**src/rtl/regfile_scanner.sv**
```systemverilog
`timescale 1ns/1ps
// Walks ra from lo to hi (wrapping) and streams each (address, data) pair out on a valid/ready port.
// Latency: first word valid one cycle after start is taken; each word costs FETCH+SEND, so 2 cycles/word with out_ready high.
// Backpressure: out_valid/out_addr/out_data hold until out_ready handshakes; abort drops the in-flight word.
module regfile_scanner #(
    parameter int M = 3,
    parameter int N = 3
) (
    input  logic         clk,
    input  logic         rst_n,
    input  logic         start,
    input  logic [M:0]   lo,
    input  logic [M:0]   hi,
    input  logic         abort,
    output logic [M:0]   ra,
    input  logic [N:0]   rd,
    output logic         out_valid,
    input  logic         out_ready,
    output logic [M:0]   out_addr,
    output logic [N:0]   out_data,
    output logic         busy,
    output logic         done
);

    typedef enum logic [1:0] {
        S_IDLE  = 2'd0,
        S_FETCH = 2'd1,
        S_SEND  = 2'd2,
        S_DONE  = 2'd3
    } state_t;

    state_t     state, state_nxt;
    logic [M:0] last, last_nxt;
    logic [M:0] ra_nxt;
    logic       out_valid_nxt;
    logic [M:0] out_addr_nxt;
    logic [N:0] out_data_nxt;

    always_ff @(posedge clk or negedge rst_n) begin
        if (!rst_n) begin
            state     <= S_IDLE;
            ra        <= '0;
            last      <= '0;
            out_valid <= 1'b0;
            out_addr  <= '0;
            out_data  <= '0;
        end else begin
            state     <= state_nxt;
            ra        <= ra_nxt;
            last      <= last_nxt;
            out_valid <= out_valid_nxt;
            out_addr  <= out_addr_nxt;
            out_data  <= out_data_nxt;
        end
    end

    // abort takes priority over every other transition, including a same-cycle handshake
    always_comb begin
        state_nxt     = state;
        ra_nxt        = ra;
        last_nxt      = last;
        out_valid_nxt = out_valid;
        out_addr_nxt  = out_addr;
        out_data_nxt  = out_data;
        case (state)
            S_IDLE: begin
                if (start && !abort) begin
                    ra_nxt    = lo;
                    last_nxt  = hi;
                    state_nxt = S_FETCH;
                end
            end
            S_FETCH: begin
                if (abort) begin
                    state_nxt = S_IDLE;
                end else begin
                    out_data_nxt  = rd;
                    out_addr_nxt  = ra;
                    out_valid_nxt = 1'b1;
                    state_nxt     = S_SEND;
                end
            end
            S_SEND: begin
                if (abort) begin
                    out_valid_nxt = 1'b0;
                    state_nxt     = S_IDLE;
                end else if (out_valid && out_ready) begin
                    out_valid_nxt = 1'b0;
                    if (ra == last) begin
                        state_nxt = S_DONE;
                    end else begin
                        // carry out of the top bit is dropped, giving the wrap to address 0
                        ra_nxt    = ra + (M+1)'(1);
                        state_nxt = S_FETCH;
                    end
                end
            end
            default: begin
                state_nxt = S_IDLE;
            end
        endcase
    end

    assign busy = (state == S_FETCH) || (state == S_SEND);
    assign done = (state == S_DONE);

endmodule
```
**config.mk**
```make
export PLATFORM = sky130hd
export DESIGN_NAME = regfile_scanner
export DESIGN_NICKNAME = d
export VERILOG_FILES = /design/src/rtl/regfile_scanner.sv
export SDC_FILE = /design/constraint.sdc
export NUM_CORES = 1
export LEC_CHECK = 0
export CAP_MARGIN = 30
export CORE_UTILIZATION = 45
export DETAILED_ROUTE_END_ITERATION = 10
export GPL_TIMING_DRIVEN = 0
export PLACE_DENSITY = 0.78
export SETUP_SLACK_MARGIN = 0.2
export SLEW_MARGIN = 20
export SYNTH_ARGS = -nofsm -noshare
export SYNTH_HDL_FRONTEND = slang
export SYNTH_SLANG_ARGS = --single-unit
```
**constraint.sdc**
```tcl
create_clock -name clk -period 2.05 [get_ports clk]
set_input_delay 0.41 -clock clk [delete_from_list [all_inputs] [get_ports clk]]
set_output_delay 0.41 -clock clk [all_outputs]
set_load 0.01 [all_outputs]
```
**Sequential cells grouped by signal name**

Scale: 6 px per um. Other sequential cells in the stronger gray, the rest of the logic in the fainter gray.
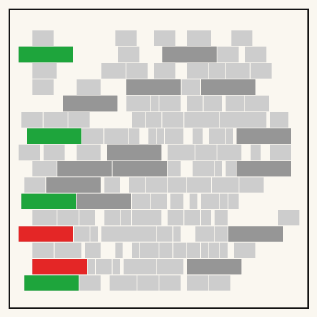
- green: out_data (flops 4)
- red: state (flops 2)
sequential cell area share: 31.51%
Reg area: 475.5 um2

**Routing congestion map**

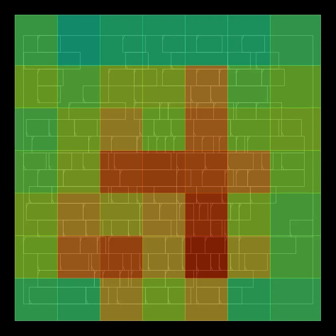
Most Used Layer, Global Route: met2
Total GRT Usage: 21.73%

**Logic cells by family**

Scale: 6 px per um.
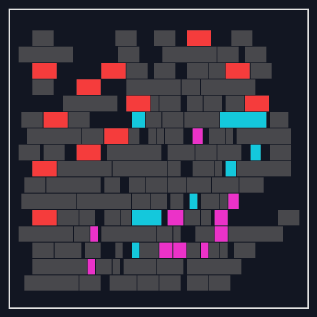
- magenta: nand cells (cells 10; most used nand2_1)
- cyan: nor cells (cells 7)
- red: mux cells (cells 12; most used mux2_2)
combinational share of cell area: 35.32%
Commonest Layout Cell: clkdlybuf4s50_1
Layout Cells excl Fill: 160

**Ports around the boundary**

Scale: 10 px per um. Pins as bars across the die edge, other pins in gray.
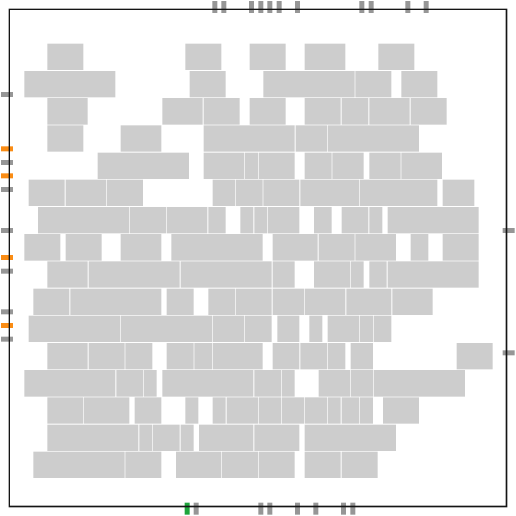
- orange: out_data (pins 4; direction output; edge left)
- green: done (pins 1; direction output; edge bottom)
- all pins by edge: 11 left, 11 top, 8 bottom, 2 right
die height: 49.58 um
# port buffers: 31
Die X: 49.58 um

==> summary.txt <==
Status = complete, no violations
Grt total ovfl = 0
Critical path class = flip-flop to flip-flop
Post-synth area hogs = dfrtp_1 47%, mux2_2 13%, ha_1 6.1%
Net count, final = 156
DR vias/cell = 5.463
Die area = 2458 um2
Max incr delay on CP = 0.41 ns
Fin. Hold Viols = 0
Slew @ Worst Pin = 0.4822 ns
Fraction of registers with async set/reset = 100.0%
Crit path max-delay cell type = dfrtp_1
Layout area overhead = 48.16%
Antenna viol nets, final = 0
Max VDD drop = 0.0009599 V
Clock sinks = 19
Root Driver = clkbuf_4
Wire per inst = 15.29 um
Yosys warns = 0
DR vias = 874
H-tree levels = 1
Yosys stat area = 1018 um2
Final setup fails = 0
TritonCTS clock tree = done
Largest net degree at the start of global routing = 20
Max-Cap Viols = 0
DR pass1 iterations = 4
Main flop type after synthesis = dfrtp_1
Vias in the first global route = 903
Fraction of layout cells with a size suffix above 1 = 27.07%
DR iter-0 viols = 13
Total leakage power = 0.6517 nW
Pwr/cell area = 1384 nW/um2
Worst Hold Class = primary input to async pin
Mapped Nets = 109
Post-route clock skew = 0.002721 ns
Cell-by-cell trace of the critical path = inv_2, ha_4, nor2b_4, nand4_1, or2_1, a311o_1
Synth area leader = dfrtp_1
Worst hold slack = 0.3089 ns
Fp_density = 49.88%
WP buf/inv = 1
Synth cell count leaders = 19 x dfrtp_1, 12 x mux2_2, 7 x inv_1, 5 x ha_1, 4 x xor2_1
Residual DRC = 0
Initial antenna violation count = 0
Post-DP HPWL = 1627 um
First-pass GRT wire length = 4077 um
Row Count = 16
Total power = 0.002088 W
Routability cong. = 0.7723
Yosys top cell area share = 46.68%
Tool warnings = 30
Period utilization = 90.52%
Fillers = 141
Fmax = 538.9 MHz
Slew Limit Fails = 0
TritonCTS buffer count = 3
# Cells Yosys = 87
Crit path max-delay family = simple AND/OR/NAND/NOR gates
Max Fanout on Critical Path = 5
Mapped Area = 1018 um2
RSZ-0062 raised after global routing = yes
Synth flops = 19
Antenna diode count = 0
Number of enable flip-flop cells = 0
Min Tclk post-route = 1.856 ns
Clock transition at path regs = 0.11 ns
Setup crit end kind = flip-flop
Latency at later pin = 0.29 ns
R2R Setup Slk = 0.19 ns
Relative slew slack = 67.61%
## layout make-up
cell class                      count  area, um2  share of cell area [%]
Multi-Input combinational cell     58      533.0                   35.32
Tap cell                           27      33.78                   2.239
Inverter                            7      26.28                   1.741
Clock buffer                        4      26.28                   1.741
Timing Repair Buffer               42      401.6                   26.62
Sequential cell                    19      475.5                   31.51
Buffer                              3      12.51                  0.8292
## sequential cells by signal, summed over array words and instances, names as in the netlist
| signal | count |
|---|---|
| out_addr | 4 |
| out_valid | 1 |
| ra | 4 |
| out_data | 4 |
| state | 2 |
| last | 4 |
## power breakdown
group	switching [W]	internal, W	total, W	leakage, nW
Combinational	0.000520	0.000649	0.00117	0.417
Sequential	0.000167	0.000560	0.000728	0.220
Clock	0.000115	0.0000756	0.000190	0.0150
## stage by stage
step / worst slack [ns] / util (%) / instances / TNS (ns) / area (um2)
6_report: 0.1944 / 73.90 / 160 / 0 / 1509
3_5_place_dp: -0.1972 / 66.73 / 145 / -0.3263 / 1363
2_1_floorplan: 0.2928 / - / 87 / 0 / 1018
3_3_place_gp: -0.1729 / 66.73 / 145 / -0.2299 / 1363
5_1_grt: 0.1416 / 73.90 / 160 / 0 / 1509
4_1_cts: 0.2250 / 70.71 / 156 / 0 / 1444
## layout by cell type, fill, tap and decap left out, types with 3 or more instances in the layout
master	count
mux2_2	12
clkbuf_1	3
inv_1	5
nand2_1	3
xor2_1	4
dfrtp_1	19
clkdlybuf4s50_1	28
buf_4	9
ha_1	3
clkbuf_4	3
## kinds of logic (layout without fill, tap and decap cells)
logic type / Yosys count / after routing / share of synthesized area, %
xor+xnor: 4 / 4 / 3.439
compound gates: 16 / 16 / 13.15
mux: 12 / 12 / 13.27
simple gates: 21 / 21 / 13.64
buf+inv: 10 / 56 / 3.686
fa+ha+maj: 5 / 5 / 6.143
flops: 19 / 19 / 46.68
## per-layer routing
metal  GRT usage (%)  vias to the layer above  wire [um]
met1           27.56                      433       1046
met3           3.395                        4         74
met4           8.571                        0         38
met2           36.71                       25       1288
met5               0                        -          0
li1                -                      412          -
## worst paths after layout
check,endpoint,depth (start not counted),from
min,last[3]$_DFFE_PN0P_,1,rst_n
max reg2reg,ra[2]$_DFFE_PN0P_,6,state[0]$_DFFE_PN0P_
min in group clk,out_data[0]$_DFFE_PN0P_,1,out_data[0]$_DFFE_PN0P_
max in group asynchronous,out_addr[1]$_DFFE_PN0P_,2,rst_n
min reg2reg,out_data[0]$_DFFE_PN0P_,1,out_data[0]$_DFFE_PN0P_
max,ra[2]$_DFFE_PN0P_,6,state[0]$_DFFE_PN0P_
## timing repair
action,in CTS,in global routing
buffers inserted,7,3
pin swaps,2,2
gates resized,3,11
gates cloned,0,0
endpoints found under the setup margin,4,9
hold buffers,0,0
Power is estimated from default activity; no workload was simulated.
